Fig. 1: run 1, placed cells, one colour a class
The bar under the picture is 50 um long.
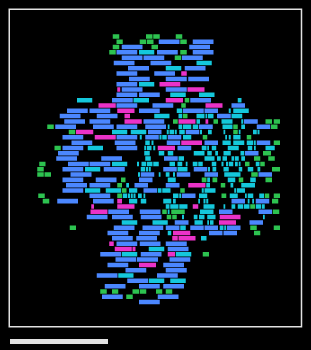
Fig. 2: run 1, logic cells by family
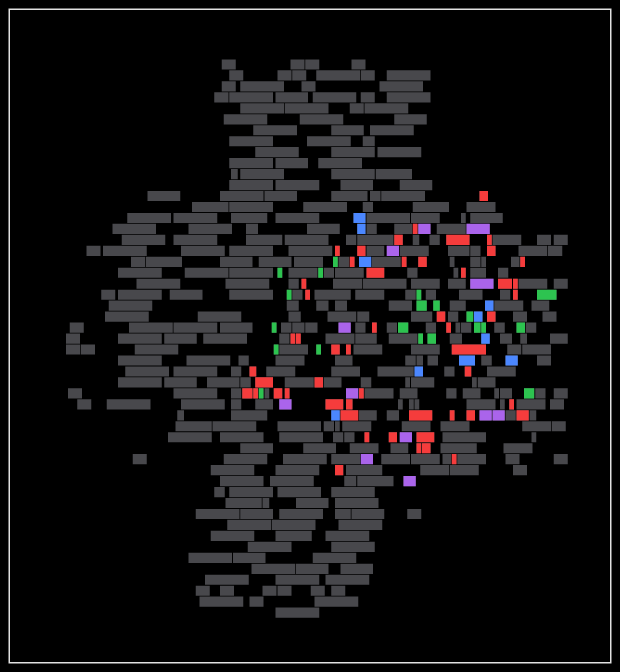
Fig. 3: run 1, routed clock nets over the placement
The bar under the picture is 50 um long.
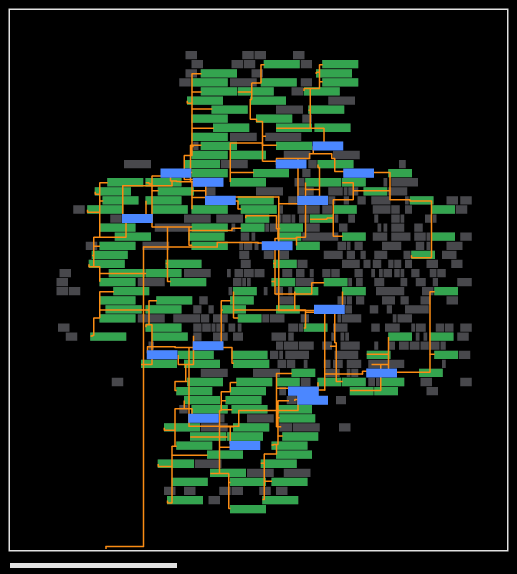
[src/rtl/connector_pkg.sv]
// Shared channel definitions and the round-robin grant function
// used by the three-channel merge.
package connector_pkg;

    localparam int unsigned NUM_CH = 3;

    typedef logic [1:0] ch_id_t;

    // First requesting channel after 'last', wrapping 2->0.
    // Returns 'last' unchanged when nothing requests.
    function automatic ch_id_t next_rr(input ch_id_t last, input logic [2:0] req);
        ch_id_t c;
        ch_id_t g;
        logic   found;
        c     = last;
        g     = last;
        found = 1'b0;
        for (int unsigned k = 0; k < NUM_CH; k++) begin
            c = (c == 2'd2) ? 2'd0 : c + 2'd1;
            if (!found && req[c]) begin
                g     = c;
                found = 1'b1;
            end
        end
        return g;
    endfunction

endpackage

[src/rtl/connector_ch_fifo.sv]
// Per-channel FIFO. 'push' must already be qualified by the caller;
// full is registered and tracks the post-edge occupancy.
module connector_ch_fifo #(
    parameter  int unsigned DATA_W     = 8,
    parameter  int unsigned FIFO_DEPTH = 4,
    localparam int unsigned CNT_W      = $clog2(FIFO_DEPTH) + 1
) (
    input  logic              clk,
    input  logic              reset,
    input  logic              push,
    input  logic [DATA_W-1:0] push_data,
    input  logic              pop,
    output logic [DATA_W-1:0] pop_data,
    output logic              empty,
    output logic              full,
    output logic [CNT_W-1:0]  count
);

    localparam int unsigned      AW      = $clog2(FIFO_DEPTH);
    localparam logic [CNT_W-1:0] DEPTH_C = CNT_W'(FIFO_DEPTH);

    logic [DATA_W-1:0] mem_q [FIFO_DEPTH];
    logic [AW-1:0]     wr_ptr_q, wr_ptr_d;
    logic [AW-1:0]     rd_ptr_q, rd_ptr_d;
    logic [CNT_W-1:0]  count_q, count_d;
    logic              full_q, full_d;

    always_comb begin
        wr_ptr_d = wr_ptr_q + AW'(push);
        rd_ptr_d = rd_ptr_q + AW'(pop);
        count_d  = count_q + CNT_W'(push) - CNT_W'(pop);
        full_d   = (count_d == DEPTH_C);
    end

    always_ff @(posedge clk) begin
        if (reset) begin
            wr_ptr_q <= '0;
            rd_ptr_q <= '0;
            count_q  <= '0;
            full_q   <= 1'b0;
        end else begin
            wr_ptr_q <= wr_ptr_d;
            rd_ptr_q <= rd_ptr_d;
            count_q  <= count_d;
            full_q   <= full_d;
        end
    end

    // Storage needs no reset: validity is carried entirely by count_q.
    always_ff @(posedge clk) begin
        if (push) begin
            mem_q[wr_ptr_q] <= push_data;
        end
    end

    assign pop_data = mem_q[rd_ptr_q];
    assign empty    = (count_q == '0);
    assign full     = full_q;
    assign count    = count_q;

endmodule

[src/rtl/connector_merge3.sv]
// Merges three buffered write channels into one tagged valid/ready
// stream with round-robin arbitration and a load-blocking freeze.
module connector_merge3 #(
    parameter int unsigned DATA_W     = 8,
    parameter int unsigned FIFO_DEPTH = 4
) (
    input  logic              clk,
    input  logic              reset,
    input  logic [2:0]        wen,
    input  logic [DATA_W-1:0] data0,
    input  logic [DATA_W-1:0] data1,
    input  logic [DATA_W-1:0] data2,
    input  logic              freeze,
    input  logic              out_ready,
    output logic              out_valid,
    output logic [DATA_W-1:0] out_data,
    output logic [1:0]        out_ch,
    output logic [2:0]        full,
    output logic [2:0]        overflow
);

    import connector_pkg::*;

    localparam int unsigned      CNT_W   = $clog2(FIFO_DEPTH) + 1;
    localparam logic [CNT_W-1:0] DEPTH_C = CNT_W'(FIFO_DEPTH);

    logic [DATA_W-1:0] wdata    [NUM_CH];
    logic [DATA_W-1:0] pop_data [NUM_CH];
    logic [CNT_W-1:0]  count    [NUM_CH];
    logic [2:0]        empty;
    logic [2:0]        pop;
    logic [2:0]        accept;
    logic [2:0]        req;
    ch_id_t            grant;
    logic              load;
    logic [DATA_W-1:0] head_data;

    logic              out_valid_q, out_valid_d;
    logic [DATA_W-1:0] out_data_q, out_data_d;
    ch_id_t            out_ch_q, out_ch_d;
    ch_id_t            rr_last_q, rr_last_d;
    logic [2:0]        overflow_q, overflow_d;

    assign wdata[0] = data0;
    assign wdata[1] = data1;
    assign wdata[2] = data2;

    for (genvar i = 0; i < NUM_CH; i++) begin : g_ch
        // A write into a full FIFO still fits if the same channel pops this cycle.
        assign accept[i] = wen[i] && ((count[i] < DEPTH_C) || pop[i]);
        assign pop[i]    = load && (grant == ch_id_t'(i));

        connector_ch_fifo #(
            .DATA_W     (DATA_W),
            .FIFO_DEPTH (FIFO_DEPTH)
        ) u_fifo (
            .clk       (clk),
            .reset     (reset),
            .push      (accept[i]),
            .push_data (wdata[i]),
            .pop       (pop[i]),
            .pop_data  (pop_data[i]),
            .empty     (empty[i]),
            .full      (full[i]),
            .count     (count[i])
        );
    end

    always_comb begin
        req   = ~empty;
        grant = next_rr(rr_last_q, req);
        load  = !freeze && (!out_valid_q || out_ready) && (|req);
        case (grant)
            2'd0:    head_data = pop_data[0];
            2'd1:    head_data = pop_data[1];
            2'd2:    head_data = pop_data[2];
            default: head_data = '0;
        endcase
    end

    always_comb begin
        out_valid_d = out_valid_q;
        out_data_d  = out_data_q;
        out_ch_d    = out_ch_q;
        rr_last_d   = rr_last_q;
        overflow_d  = overflow_q | (wen & ~accept);
        if (load) begin
            out_valid_d = 1'b1;
            out_data_d  = head_data;
            out_ch_d    = grant;
            rr_last_d   = grant;
        end else if (out_valid_q && out_ready) begin
            out_valid_d = 1'b0;
        end
    end

    always_ff @(posedge clk) begin
        if (reset) begin
            out_valid_q <= 1'b0;
            out_data_q  <= '0;
            out_ch_q    <= '0;
            rr_last_q   <= 2'd2;
            overflow_q  <= '0;
        end else begin
            out_valid_q <= out_valid_d;
            out_data_q  <= out_data_d;
            out_ch_q    <= out_ch_d;
            rr_last_q   <= rr_last_d;
            overflow_q  <= overflow_d;
        end
    end

    assign out_valid = out_valid_q;
    assign out_data  = out_data_q;
    assign out_ch    = out_ch_q;
    assign overflow  = overflow_q;

endmodule

[config.mk]
export PLATFORM = sky130hd
export DESIGN_NAME = connector_merge3
export DESIGN_NICKNAME = d
export VERILOG_FILES = /design/src/rtl/connector_pkg.sv /design/src/rtl/connector_ch_fifo.sv /design/src/rtl/connector_merge3.sv
export SDC_FILE = /design/constraint.sdc
export NUM_CORES = 1
export LEC_CHECK = 0
export ABC_CLOCK_PERIOD_IN_PS = 3100
export CORE_ASPECT_RATIO = 1.1
export CORE_MARGIN = 10
export CORE_UTILIZATION = 30
export CTS_CLUSTER_DIAMETER = 30
export DETAILED_ROUTE_END_ITERATION = 10
export PLACE_DENSITY = 0.61
export SKIP_CTS_REPAIR_TIMING = 1
export SLEW_MARGIN = 25
export SYNTH_ARGS = -nofsm -noshare
export SYNTH_HDL_FRONTEND = slang
export SYNTH_SLANG_ARGS = --single-unit
[constraint.sdc]
create_clock -name clk -period 3.1 [get_ports clk]
set_input_delay 0.93 -clock clk [delete_from_list [all_inputs] [get_ports clk]]
set_output_delay 0.93 -clock clk [all_outputs]
set_load 0.02 [all_outputs]
==> impl_results.rst, run 1 <==
Physical design figures
=======================

.. list-table::
   :header-rows: 1

   * - Metric
     - Value
   * - Status
     - complete, no violations
   * - Hold Path Stages
     - 2
   * - Max capacitance violation total
     - 0
   * - Final period util
     - 0.906
   * - Count of antenna-violating nets left after detailed routing
     - 0
   * - Worst hold path type
     - reg -> reg
   * - Flop and latch count out of synthesis
     - 135
   * - Max Buffers Root-to-Sink
     - 2
   * - Number of OpenROAD warnings
     - 26
   * - Net total in the final layout
     - 458
   * - Shortest period the worst path allows
     - 2.81 ns
   * - Final wirelength
     - 11000 um
   * - Largest net degree at the start of global routing
     - 41
   * - DP Wirelength
     - 7680 um
   * - Count of synthesis-stage warnings from yosys
     - 0
   * - Antenna violations before repair
     - 0
   * - Total instance count after detailed placement
     - 629
   * - Share of final-layout standard cells stronger than drive strength 1
     - 0.266
   * - Drt pass-1 iters
     - 4
   * - Post-Synthesis Net Count
     - 382
   * - RD Place Congestion
     - 0.780
   * - Dominant cell area share
     - 0.526
   * - Overall fraction of global-route tracks in use
     - 0.0955
   * - DRC violation total after the first TritonRoute iteration
     - 140
   * - Register area share after synthesis
     - 0.668
   * - Asr flop ratio synth
     - 0
   * - Sort of element at the end of the critical path
     - flip-flop
   * - Clock root buffer
     - clkbuf_16
   * - Skew-Pair Late Insertion Delay
     - 0.41 ns
   * - Primary flip-flop cell chosen by synthesis mapping
     - edfxtp_1
   * - Number of cells traversed by the worst register-to-register path
     - 13
   * - Power density relative to cell area
     - 962 mW/mm^2
   * - Max Fclk
     - 356 MHz
   * - Post-synthesis cell count
     - 336
   * - Vias after detailed routing
     - 2990
   * - Clock tree from TritonCTS
     - yes
   * - Die Width
     - 149 um
   * - Slew at the pin with the worst max-slew slack
     - 0.625 ns
   * - Maximum net fanout on the critical path
     - 5
   * - CTS clk-pin slew, worst paths
     - 0.06 ns
   * - Die ar.
     - 0.0241 mm^2
   * - Count of boundary I/O pins
     - 48
   * - CP Data Required Time
     - 3.38 ns
   * - Synthesized area
     - 0.00548 mm^2
   * - Relative max-transition margin
     - 0.583
   * - Area of the synthesized netlist per yosys stat
     - 0.00548 mm^2
   * - Ys cells
     - 336
   * - Fin. max-slew vios
     - 0
   * - Count of endpoints failing setup in the final report
     - 0
   * - Final number of hold-violating endpoints
     - 0
   * - Sequence of cells on the critical path
     - or3_4, o211ai_1, and2_1, nor2_2, ha_1, inv_1, ha_1, inv_1, fa_1, xnor2_1, xnor2_1, buf_4, nor2_1
   * - Core Area
     - 0.0178 mm^2
   * - Most frequent cell after synthesis
     - edfxtp_1
   * - VDD IR-drop max
     - 441 uV
   * - Final routed wire length divided by cell count
     - 16.6 um
   * - Unrepaired setup endpoints after global routing
     - no
   * - Number of antenna repair diodes
     - 0
   * - Port Buf Inserts
     - 47
   * - Distinct cell type count of the synthesized netlist
     - 50
   * - Slowest cell on the critical path
     - or3_4
   * - Total negative setup slack
     - 0 ns
   * - Commonest cells in the netlist
     - edfxtp_1 (96), dfxtp_1 (39), nor2_1 (25)
   * - Type of origin of the critical path
     - flip-flop
   * - Global route overflow
     - 0
   * - Leakage
     - 2.45 nW
   * - Post-synth EDFFs
     - 96
   * - First-pass GRT wire length
     - 17500 um
   * - Number of clock buffers inserted by TritonCTS
     - 17
   * - Critical path start-end classification
     - reg -> reg
   * - Post-layout instance count excluding filler cells
     - 663
   * - Maximum single-stage delay on the critical path
     - 0.44 ns
   * - DR DRC count
     - 0
   * - Avg Cell Area, Syn
     - 16.3 um^2
   * - Number of H-tree branching levels
     - 4
   * - Per-cell via count in the routed design
     - 4.51
   * - Synth area leader
     - edfxtp_1
   * - P&R area growth vs syn
     - 28.7%
   * - Vias in the first global route
     - 3090
   * - Number of sinks driven by the clock tree
     - 135
   * - Core utilization before placement
     - 0.308
   * - Largest cells by area after synthesis
     - edfxtp_1 (53%), dfxtp_1 (14%), mux4_2 (9.9%), ha_1 (2.7%), xnor2_1 (1.9%)
   * - Die height
     - 162 um
   * - Data arrival at the endpoint of the critical path
     - 3.09 ns
## Picture notes: Fig. 1
all other logic -> cyan  # cells 184, share of their area 26%
other buffers and delay cells -> green  # cells 74, share of their area 10%
flip-flops -> blue  # cells 135, share of their area 54%
clock drivers and dummy loads -> magenta  # cells 32, share of their area 9.3%
final core area utilization: 0.396
proportion of cell area occupied by registers: 0.520
cell area after layout: 0.00705 mm^2
standard-cell row count: 51

## Picture notes: Fig. 2
NOR gates -> red  # cells 52, most used nor2_1
AND and OR gates -> blue  # cells 10, most used and2_1, where east
XOR/XNOR gates -> purple  # cells 12, most used xnor2_1
NAND gates -> green  # cells 20, most used nand2_1

## Picture notes: Fig. 3
cells driving clock nets -> blue  # count 17
flip-flops -> green  # count 135
clock wires -> orange  # length 1570 um
routed clock nets = 18
power in the clock group: 2.10 mW
Final Skew: 0.00831 ns

## run 1: report_power, final
group | switching (mW) | leakage [nW] | internal (mW)
combinational | 1.02 | 0.946 | 1.08
sequential | 0.324 | 1.20 | 2.26
clock | 0.749 | 0.301 | 1.35
total | 2.10 | 2.45 | 4.68
## run 1: registers in the layout (all words and copies together) (netlist names)
signal,flops
g_ch.u_fifo.mem_q,96
g_ch.u_fifo.count,9
out_data,8
g_ch.u_fifo.rd_ptr_q,6
g_ch.u_fifo.wr_ptr_q,6
g_ch.u_fifo.full,3
overflow,3
out_ch,2
out_valid,1
rr_last_q,1
## run 1: per-layer routing
layer | GRT usage | routed length (um) | vias to the layer above
li1 | - | - | 1428
met1 | 0.114 | 4560 | 1491
met2 | 0.153 | 5640 | 60
met3 | 0.0334 | 666 | 11
met4 | 0.0402 | 152 | 0
met5 | 0 | 0 | -
## run 1: cells by family after synthesis
kind of cell,count (synthesis),share of synthesized area
XOR/XNOR,12,0.0192
multiplexers,24,0.0986
flip-flops,135,0.668
AND/OR/NAND/NOR,82,0.0913
AND-OR/OR-AND,36,0.0559
adder cells (fa/ha/maj),15,0.0384
buffers and inverters,32,0.0281
## run 1: metrics by stage
step	util	setup slack [ns]	power [mW]	hold WS, ns	cell area (um^2)
after floorplan	-	0.0936	3.95	0.522	5480
after global placement	0.357	-0.329	4.59	0.435	6350
after detailed placement	0.357	-0.410	4.65	0.450	6350
after CTS	0.392	0.00403	6.78	0.458	6980
after global routing	0.396	0.0875	7.19	0.481	7050
final	0.396	0.291	6.78	0.447	7050
## run 1: final timing paths
| kind | from | to | slack (ns) |
|---|---|---|---|
| hold reg to reg | overflow[2] | overflow[2] | 0.45 |
| hold / removal | overflow[2] | overflow[2] | 0.45 |
| setup / recovery | g_ch[2].u_fifo.count[2] | g_ch[2].u_fifo.count[2] | 0.29 |
| setup reg to reg | g_ch[2].u_fifo.count[2] | g_ch[2].u_fifo.count[2] | 0.29 |
## run 1: critical path, delay by kind of cell (launching register included)
kind	cells	cell delay, ns
AND/OR/NAND/NOR	4	0.74
adder cells (fa/ha/maj)	3	0.79
XOR/XNOR	2	0.35
AND-OR/OR-AND	1	0.20
flip-flops	1	0.38
buffers and inverters	3	0.23
## run 1: cells in the final DEF (no fill, tap or decap), drive strengths merged, types with 3 or more instances in the layout
cell,netlist,layout
o21ai,4,4
and2,3,3
a21oi,4,4
a21boi,3,3
nand2,12,12
nor2b,12,12
clkdlybuf4s50,0,45
nand3b,3,3
clkbuf,9,17
nand3,3,3
ha,12,12
nor3,6,6
bufinv,0,4
a211oi,7,7
mux4,24,24
nor2,25,25
fa,3,3
a221oi,8,8
clkinvlp,0,3
inv,15,17
edfxtp,96,96
nor3b,5,5
clkinv,0,6
xnor2,12,12
buf,8,27
dfxtp,39,39
## run 1: layout make-up
class	instances	area (um^2)
Timing Repair Buffer	74	691
Fill cell	1617	10800
Multi-Input combinational cell	169	1720
Sequential cell	135	3660
Clock inverter	15	201
Clock buffer	17	425
Inverter	15	56.3
Tap cell	238	298
==> run 1 -> run 2 <==
Settings changed: REMOVE_ABC_BUFFERS from default to 1.
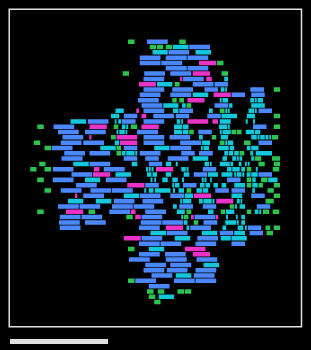
Fig. 4. Placed cells, one colour a class (run 2).
The bar under the picture is 50 um long.
clock drivers and dummy loads -> magenta  # cells 32, share of their area 8.8%
flip-flops -> blue  # cells 135, share of their area 55%
all other logic -> cyan  # cells 184, share of their area 26%
other buffers and delay cells -> green  # cells 74, share of their area 10%

==> run 2 against run 1 <==
Sequential cell count did not move. Highest routed layer unchanged. Total power decreased by 2.7%. Critical path depth grew 1. Via count is 1.4% higher. Sequential share of layout area increased by 0.42 points.
==> impl_results.rst, run 2 <==
Physical design figures
=======================

.. list-table::
   :header-rows: 1

   * - Metric
     - Value
   * - Post-placement worst setup slack
     - -0.451 ns
   * - Sort of element at the end of the critical path
     - flip-flop
   * - Shortest period the worst path allows
     - 2.89 ns
   * - Slew at the pin with the worst max-slew slack
     - 0.618 ns
   * - Crit path buf inv count
     - 4
   * - Asr flop ratio synth
     - 0
   * - Slowest cell on the critical path
     - fa_2
   * - Worst hold path type
     - reg -> reg
   * - Hold Path Stages
     - 2
   * - Standard-cell row count
     - 51
   * - Maximum net fanout on the critical path
     - 3
   * - Area of the synthesized netlist per yosys stat
     - 0.00548 mm^2
   * - Max capacitance violation total
     - 0
   * - Overall fraction of global-route tracks in use
     - 0.0970
   * - Global route overflow
     - 0
   * - First-pass GRT wire length
     - 17500 um
   * - Antenna violations before repair
     - 0
   * - Final period util
     - 0.931
   * - P&R area growth vs syn
     - 27.6%
   * - Data arrival at the endpoint of the critical path
     - 3.21 ns
   * - Distinct cell type count of the synthesized netlist
     - 50
   * - Count of endpoints failing setup in the final report
     - 0
   * - Largest cells by area after synthesis
     - edfxtp_1 (53%), dfxtp_1 (14%), mux4_2 (9.9%), ha_1 (2.7%), xnor2_1 (1.9%)
   * - Worst hold path endpoint
     - overflow[2]
   * - Clock tree from TritonCTS
     - yes
   * - Status
     - complete, no violations
   * - Reg with most FFs
     - g_ch.u_fifo.mem_q
   * - Die Width
     - 149 um
   * - Register area share after synthesis
     - 0.668
   * - Per-cell via count in the routed design
     - 4.57
   * - Dominant cell area share
     - 0.526
   * - Critical path start-end classification
     - in -> reg
   * - Clock root buffer
     - clkbuf_16
   * - Final Skew
     - 0.0107 ns
   * - Drt pass-1 iters
     - 4
   * - Ys cells
     - 336
   * - Max Fclk
     - 346 MHz
   * - Relative max-transition margin
     - 0.587
   * - Final wirelength
     - 11100 um
   * - DP Wirelength
     - 7920 um
   * - Start of the worst register-to-register path
     - g_ch[1].u_fifo.count[2]
   * - Type of origin of the critical path
     - input port
   * - Core utilization before placement
     - 0.308
   * - Skew-Pair Late Insertion Delay
     - 0.42 ns
   * - Cell repeated most along the worst path
     - inv_1
   * - Origin of the worst min-delay path
     - overflow[2]
   * - Final number of hold-violating endpoints
     - 0
   * - Synthesized area
     - 0.00548 mm^2
   * - Core Area
     - 0.0178 mm^2
   * - Vias after detailed routing
     - 3033
   * - Register area
     - 0.00366 mm^2
   * - Number of flip-flops in the largest register
     - 96
   * - Most frequent cell after synthesis
     - edfxtp_1
   * - Fillers
     - 1610
   * - Final routed wire length divided by cell count
     - 16.7 um
   * - Count of synthesis-stage warnings from yosys
     - 0
   * - Sequence of cells on the critical path
     - dlymetal6s2s_1, nand2b_4, and2b_2, buf_4, o21ai_4, or2_4, inv_1, ha_1, inv_1, ha_2, fa_2, xnor2_2, xnor2_1, nor4_1
   * - Post-synth EDFFs
     - 96
   * - Number of OpenROAD warnings
     - 25
   * - Count of boundary I/O pins
     - 48
   * - Share of final-layout standard cells stronger than drive strength 1
     - 0.252
   * - Most frequently placed logic cells in the final layout
     - edfxtp_1 (96), clkdlybuf4s50_1 (45), dfxtp_1 (39), buf_4 (27), nor2_1 (25)
   * - Avg Cell Area, Syn
     - 16.3 um^2
   * - Fin. max-slew vios
     - 0
   * - CTS clk-pin slew, worst paths
     - 0.06 ns
   * - Critical register-to-register path endpoint
     - g_ch[2].u_fifo.full
   * - Maximum single-stage delay on the critical path
     - 0.37 ns
   * - Number of sinks driven by the clock tree
     - 135
   * - Largest net degree at the start of global routing
     - 41
   * - Number of H-tree branching levels
     - 4
   * - Crit path setup slack, layout
     - 0.213 ns
   * - Leading cell type in the layout, fill and taps excluded
     - edfxtp_1
   * - Net total in the final layout
     - 458
   * - Synth area leader
     - edfxtp_1
   * - RD Place Congestion
     - 0.736
   * - CP delay by family, top
     - adder cells
   * - Primary flip-flop cell chosen by synthesis mapping
     - edfxtp_1
   * - Flop and latch count out of synthesis
     - 135
   * - Power density relative to cell area
     - 943 mW/mm^2
   * - Leakage
     - 2.43 nW
   * - Max Buffers Root-to-Sink
     - 2
   * - DR DRC count
     - 0
   * - Die ar.
     - 0.0241 mm^2
   * - FF-to-FF setup slack
     - 0.27 ns
   * - Count of antenna-violating nets left after detailed routing
     - 0
   * - Commonest cells in the netlist
     - edfxtp_1 (96), dfxtp_1 (39), nor2_1 (25)
   * - Number of clock buffers inserted by TritonCTS
     - 17
   * - Die height
     - 162 um
   * - Post-synthesis cell count
     - 336
   * - DRC violation total after the first TritonRoute iteration
     - 181
   * - Unrepaired setup endpoints after global routing
     - no
   * - Vias in the first global route
     - 3204
   * - Port Buf Inserts
     - 47
   * - VDD IR-drop max
     - 488 uV
   * - Total power consumption of the routed design
     - 6.60 mW
   * - Area of combinational cells with multiple inputs
     - 0.00171 mm^2
   * - Number of cells traversed by the worst register-to-register path
     - 12
   * - CP Data Required Time
     - 3.42 ns
   * - Number of antenna repair diodes
     - 0
==> run 2: power breakdown <==
part | internal (mW) | switching (mW) | leakage (nW)
Combinational | 1.04 | 0.998 | 0.948
Clock | 1.26 | 0.719 | 0.282
Sequential | 2.26 | 0.320 | 1.20
Total | 4.56 | 2.04 | 2.43
==> run 2: how the worst max path moves through the flow <==
stage / slack [ns] / cells after the start / start / endpoint
after floorplan: 0.05 / 12 / out_ready / g_ch[2].u_fifo.full
after global placement: -0.36 / 13 / out_ready / g_ch[0].u_fifo.full
after detailed placement: -0.45 / 13 / out_ready / g_ch[0].u_fifo.full
after CTS: -0.03 / 13 / out_ready / g_ch[0].u_fifo.full
after global routing: 0.002 / 12 / g_ch[1].u_fifo.count[2] / g_ch[2].u_fifo.full
final: 0.21 / 14 / out_ready / g_ch[1].u_fifo.full
==> run 2: metal layers <==
layer,vias up,track usage,routed length [um]
met5,-,0,0
met4,0,0.0402,210
met3,18,0.0375,661
met2,65,0.161,5680
met1,1522,0.110,4530
li1,1428,-,-
==> run 2: tightest hold or removal path: stages (launching register included) <==
cell     delay [ns]
dfxtp_1        0.31
inv_1          0.05
a21oi_1        0.05
==> run 2: final cells by class <==
class,instances,share of cell area
sequential,135,0.524
multi-input combinational,169,0.244
inverter,15,0.00805
timing repair buffer,74,0.0970
clock inverter,12,0.0220
tap,238,0.0426
clock buffer,20,0.0624
==> run 2: metrics by stage <==
| stage | area (um^2) | hold slack [ns] | std cells | util | TNS (ns) |
|---|---|---|---|---|---|
| 3_3_place_gp | 6330 | 0.433 | 628 | 0.356 | -2.22 |
| 3_5_place_dp | 6330 | 0.444 | 628 | 0.356 | -2.61 |
| 5_1_grt | 6990 | 0.479 | 663 | 0.393 | 0 |
| 4_1_cts | 6920 | 0.453 | 660 | 0.389 | -0.0313 |
| 6_report | 6990 | 0.448 | 663 | 0.393 | 0 |
| 2_1_floorplan | 5380 | 0.516 | 319 | - | 0 |
==> run 2: cells by family (layout without fill, tap and decap cells) <==
| kind of cell | after synthesis | in the layout | synth area share |
|---|---|---|---|
| AND-OR/OR-AND | 36 | 36 | 0.0559 |
| XOR/XNOR | 12 | 12 | 0.0192 |
| adder cells (fa/ha/maj) | 15 | 15 | 0.0384 |
| buffers and inverters | 32 | 121 | 0.0281 |
| flip-flops | 135 | 135 | 0.668 |
| multiplexers | 24 | 24 | 0.0986 |
| AND/OR/NAND/NOR | 82 | 82 | 0.0913 |
==> run 2 -> run 3 <==
Settings changed: TNS_END_PERCENT from default to 50.
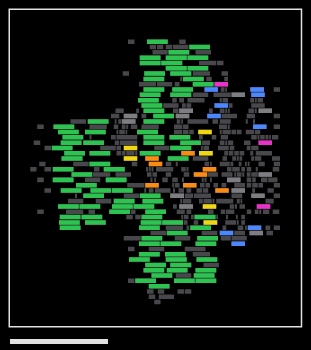
Fig. 5. Sequential cells coloured by netlist name (run 3).
The bar under the picture is 50 um long. Other sequential cells in the stronger grey, the rest of the logic in the fainter grey.
overflow -> magenta  # flops 3
g_ch.u_fifo.mem_q -> green  # flops 96
out_data -> orange  # flops 8, where centre
g_ch.u_fifo.rd_ptr_q -> yellow  # flops 6
g_ch.u_fifo.count -> blue  # flops 9
not coloured = 13
final core area utilization: 0.393
register area: 0.00366 mm^2
power of the sequential group: 2.58 mW
proportion of cell area occupied by registers: 0.524

==> run 3 against run 2 <==
Clock skew unchanged. Highest routed layer unchanged. First-iteration DRC count unchanged. Critical path type unchanged. Non-clock buffer count unchanged. Combinational power about the same. Routed wire length unchanged. Global-route usage unchanged. Sequential share of layout area unchanged. Hold slack unchanged.
==> impl_results.rst, run 3 <==
Physical design figures
=======================

.. list-table::
   :header-rows: 1

   * - Metric
     - Value
   * - Per-cell via count in the routed design
     - 4.57
   * - Maximum single-stage delay on the critical path
     - 0.37 ns
   * - Drt pass-1 iters
     - 4
   * - Maximum net fanout on the critical path
     - 3
   * - FF-to-FF setup slack
     - 0.27 ns
   * - Crit path buf inv count
     - 4
   * - Dominant cell area share
     - 0.526
   * - Final Skew
     - 0.0107 ns
   * - Reg with most FFs
     - g_ch.u_fifo.mem_q
   * - Number of H-tree branching levels
     - 4
   * - Fin. max-slew vios
     - 0
   * - Primary flip-flop cell chosen by synthesis mapping
     - edfxtp_1
   * - Clk network pwr share
     - 0.300
   * - Most frequently placed logic cells in the final layout
     - edfxtp_1 (96), clkdlybuf4s50_1 (45), dfxtp_1 (39), buf_4 (27), nor2_1 (25)
   * - Number of clock buffers inserted by TritonCTS
     - 17
   * - Die height
     - 162 um
   * - Final routed wire length divided by cell count
     - 16.7 um
   * - Max capacitance violation total
     - 0
   * - Die ar.
     - 0.0241 mm^2
   * - Type of origin of the critical path
     - input port
   * - Count of antenna-violating nets left after detailed routing
     - 0
   * - Ys cells
     - 336
   * - Critical path start-end classification
     - in -> reg
   * - Shortest period the worst path allows
     - 2.89 ns
   * - Skew-Pair Late Insertion Delay
     - 0.42 ns
   * - Number of antenna repair diodes
     - 0
   * - Relative max-transition margin
     - 0.587
   * - Final wirelength
     - 11100 um
   * - Slowest cell on the critical path
     - fa_2
   * - Post-synthesis cell count
     - 336
   * - Number of sinks driven by the clock tree
     - 135
   * - Largest net degree at the start of global routing
     - 41
   * - Leading cell type in the layout, fill and taps excluded
     - edfxtp_1
   * - Part of the power in registers
     - 0.391
   * - CP delay by family, top
     - adder cells
   * - Register area share after synthesis
     - 0.668
   * - Vias after detailed routing
     - 3033
   * - Status
     - complete, no violations
   * - Max Buffers Root-to-Sink
     - 2
   * - Overall fraction of global-route tracks in use
     - 0.0970
   * - Largest cells by area after synthesis
     - edfxtp_1 (53%), dfxtp_1 (14%), mux4_2 (9.9%), ha_1 (2.7%), xnor2_1 (1.9%)
   * - Cell Int Power
     - 4.56 mW
   * - Sort of element at the end of the critical path
     - flip-flop
   * - RD Place Congestion
     - 0.736
   * - Avg Cell Area, Syn
     - 16.3 um^2
   * - Flop and latch count out of synthesis
     - 135
   * - Synthesized area
     - 0.00548 mm^2
   * - Power density relative to cell area
     - 943 mW/mm^2
   * - Port Buf Inserts
     - 47
   * - CTS clk-pin slew, worst paths
     - 0.06 ns
   * - Synth area leader
     - edfxtp_1
   * - Core utilization before placement
     - 0.308
   * - VDD IR-drop max
     - 488 uV
   * - Clock tree from TritonCTS
     - yes
   * - Unrepaired setup endpoints after global routing
     - no
   * - Count of synthesis-stage warnings from yosys
     - 0
   * - Antenna violations before repair
     - 0
   * - Portion of total power attributed to combinational logic
     - 0.309
   * - Most frequent cell after synthesis
     - edfxtp_1
   * - P&R area growth vs syn
     - 27.6%
   * - Data arrival at the endpoint of the critical path
     - 3.21 ns
   * - Number of OpenROAD warnings
     - 25
   * - Distinct cell type count of the synthesized netlist
     - 50
   * - Post-synth EDFFs
     - 96
   * - Worst hold path type
     - reg -> reg
   * - Commonest cells in the netlist
     - edfxtp_1 (96), dfxtp_1 (39), nor2_1 (25)
   * - Sequence of cells on the critical path
     - dlymetal6s2s_1, nand2b_4, and2b_2, buf_4, o21ai_4, or2_4, inv_1, ha_1, inv_1, ha_2, fa_2, xnor2_2, xnor2_1, nor4_1
   * - DR DRC count
     - 0
   * - Max Fclk
     - 346 MHz
   * - Cell repeated most along the worst path
     - inv_1
   * - Asr flop ratio synth
     - 0
   * - DP Wirelength
     - 7920 um
   * - Final period util
     - 0.931
   * - Core Area
     - 0.0178 mm^2
   * - Share of final-layout standard cells stronger than drive strength 1
     - 0.252
   * - Fillers
     - 1610
   * - Standard-cell row count
     - 51
   * - Count of endpoints failing setup in the final report
     - 0
   * - Sw Ratio
     - 0.309
   * - Slew at the pin with the worst max-slew slack
     - 0.618 ns
   * - Global route overflow
     - 0
   * - Clock root buffer
     - clkbuf_16
   * - Vias in the first global route
     - 3204
   * - Net total in the final layout
     - 458
   * - Final number of hold-violating endpoints
     - 0
   * - Die Width
     - 149 um
   * - First-pass GRT wire length
     - 17500 um
   * - Post-route worst hold slack
     - 0.448 ns
   * - Area of the synthesized netlist per yosys stat
     - 0.00548 mm^2
   * - Count of boundary I/O pins
     - 48
   * - Total power consumption of the routed design
     - 6.60 mW
   * - CP Data Required Time
     - 3.42 ns
   * - Leakage
     - 2.43 nW
   * - DRC violation total after the first TritonRoute iteration
     - 181
   * - Total negative setup slack
     - 0 ns
   * - Total net switching power
     - 2.04 mW
   * - Number of flip-flops in the largest register
     - 96
run 3: cell counts after synthesis:
No cell type changed its count.
run 3: logic make-up after synthesis:
logic type,count (synthesis),synth area share
flip-flops,135,0.668
AND/OR/NAND/NOR,82,0.0913
AND-OR/OR-AND,36,0.0559
buffers and inverters,32,0.0281
multiplexers,24,0.0986
adder cells (fa/ha/maj),15,0.0384
XOR/XNOR,12,0.0192
run 3: final timing paths:
kind,to,startpoint,cells past startpoint
max,g_ch[1].u_fifo.full,out_ready,14
min,overflow[2],overflow[2],2
max reg2reg,g_ch[2].u_fifo.full,g_ch[1].u_fifo.count[2],12
min reg2reg,overflow[2],overflow[2],2
run 3: per-stage QoR:
step                cells  setup slack, ns  area [um^2]
floorplan             319           0.0512         5380
global placement      628           -0.361         6330
detailed placement    628           -0.451         6330
CTS                   660          -0.0313         6920
global route          663          0.00244         6990
finish                663            0.213         6990
run 3: worst min-delay path, stage by stage (launching register included):
cell and delay [ns]:
dfxtp_1 0.31, inv_1 0.05, a21oi_1 0.05
run 3: layer usage:
layer | GRT usage | vias to the layer above | wire length [um]
met4 | 0.0402 | 0 | 210
met5 | 0 | - | 0
met3 | 0.0375 | 18 | 661
met2 | 0.161 | 65 | 5680
li1 | - | 1428 | -
met1 | 0.110 | 1522 | 4530
run 3: power by group through the flow:
stage	registers [mW]	clock network, mW	logic (mW)
final	2.58	1.98	2.04
after detailed placement	2.62	0	1.99
after floorplan	2.62	0	1.25
after global routing	2.64	2.10	2.25
after global placement	2.60	0	1.94
after CTS	2.59	2.02	2.01
run 3: layout make-up:
cell class	instances	area, um^2	area share
tap	238	298	0.0426
sequential	135	3660	0.524
clock buffer	20	437	0.0624
timing repair buffer	74	678	0.0970
clock inverter	12	154	0.0220
multi-input combinational	169	1710	0.244
inverter	15	56.3	0.00805
Power figures rest on the tool's default switching activity, not on a simulated workload.
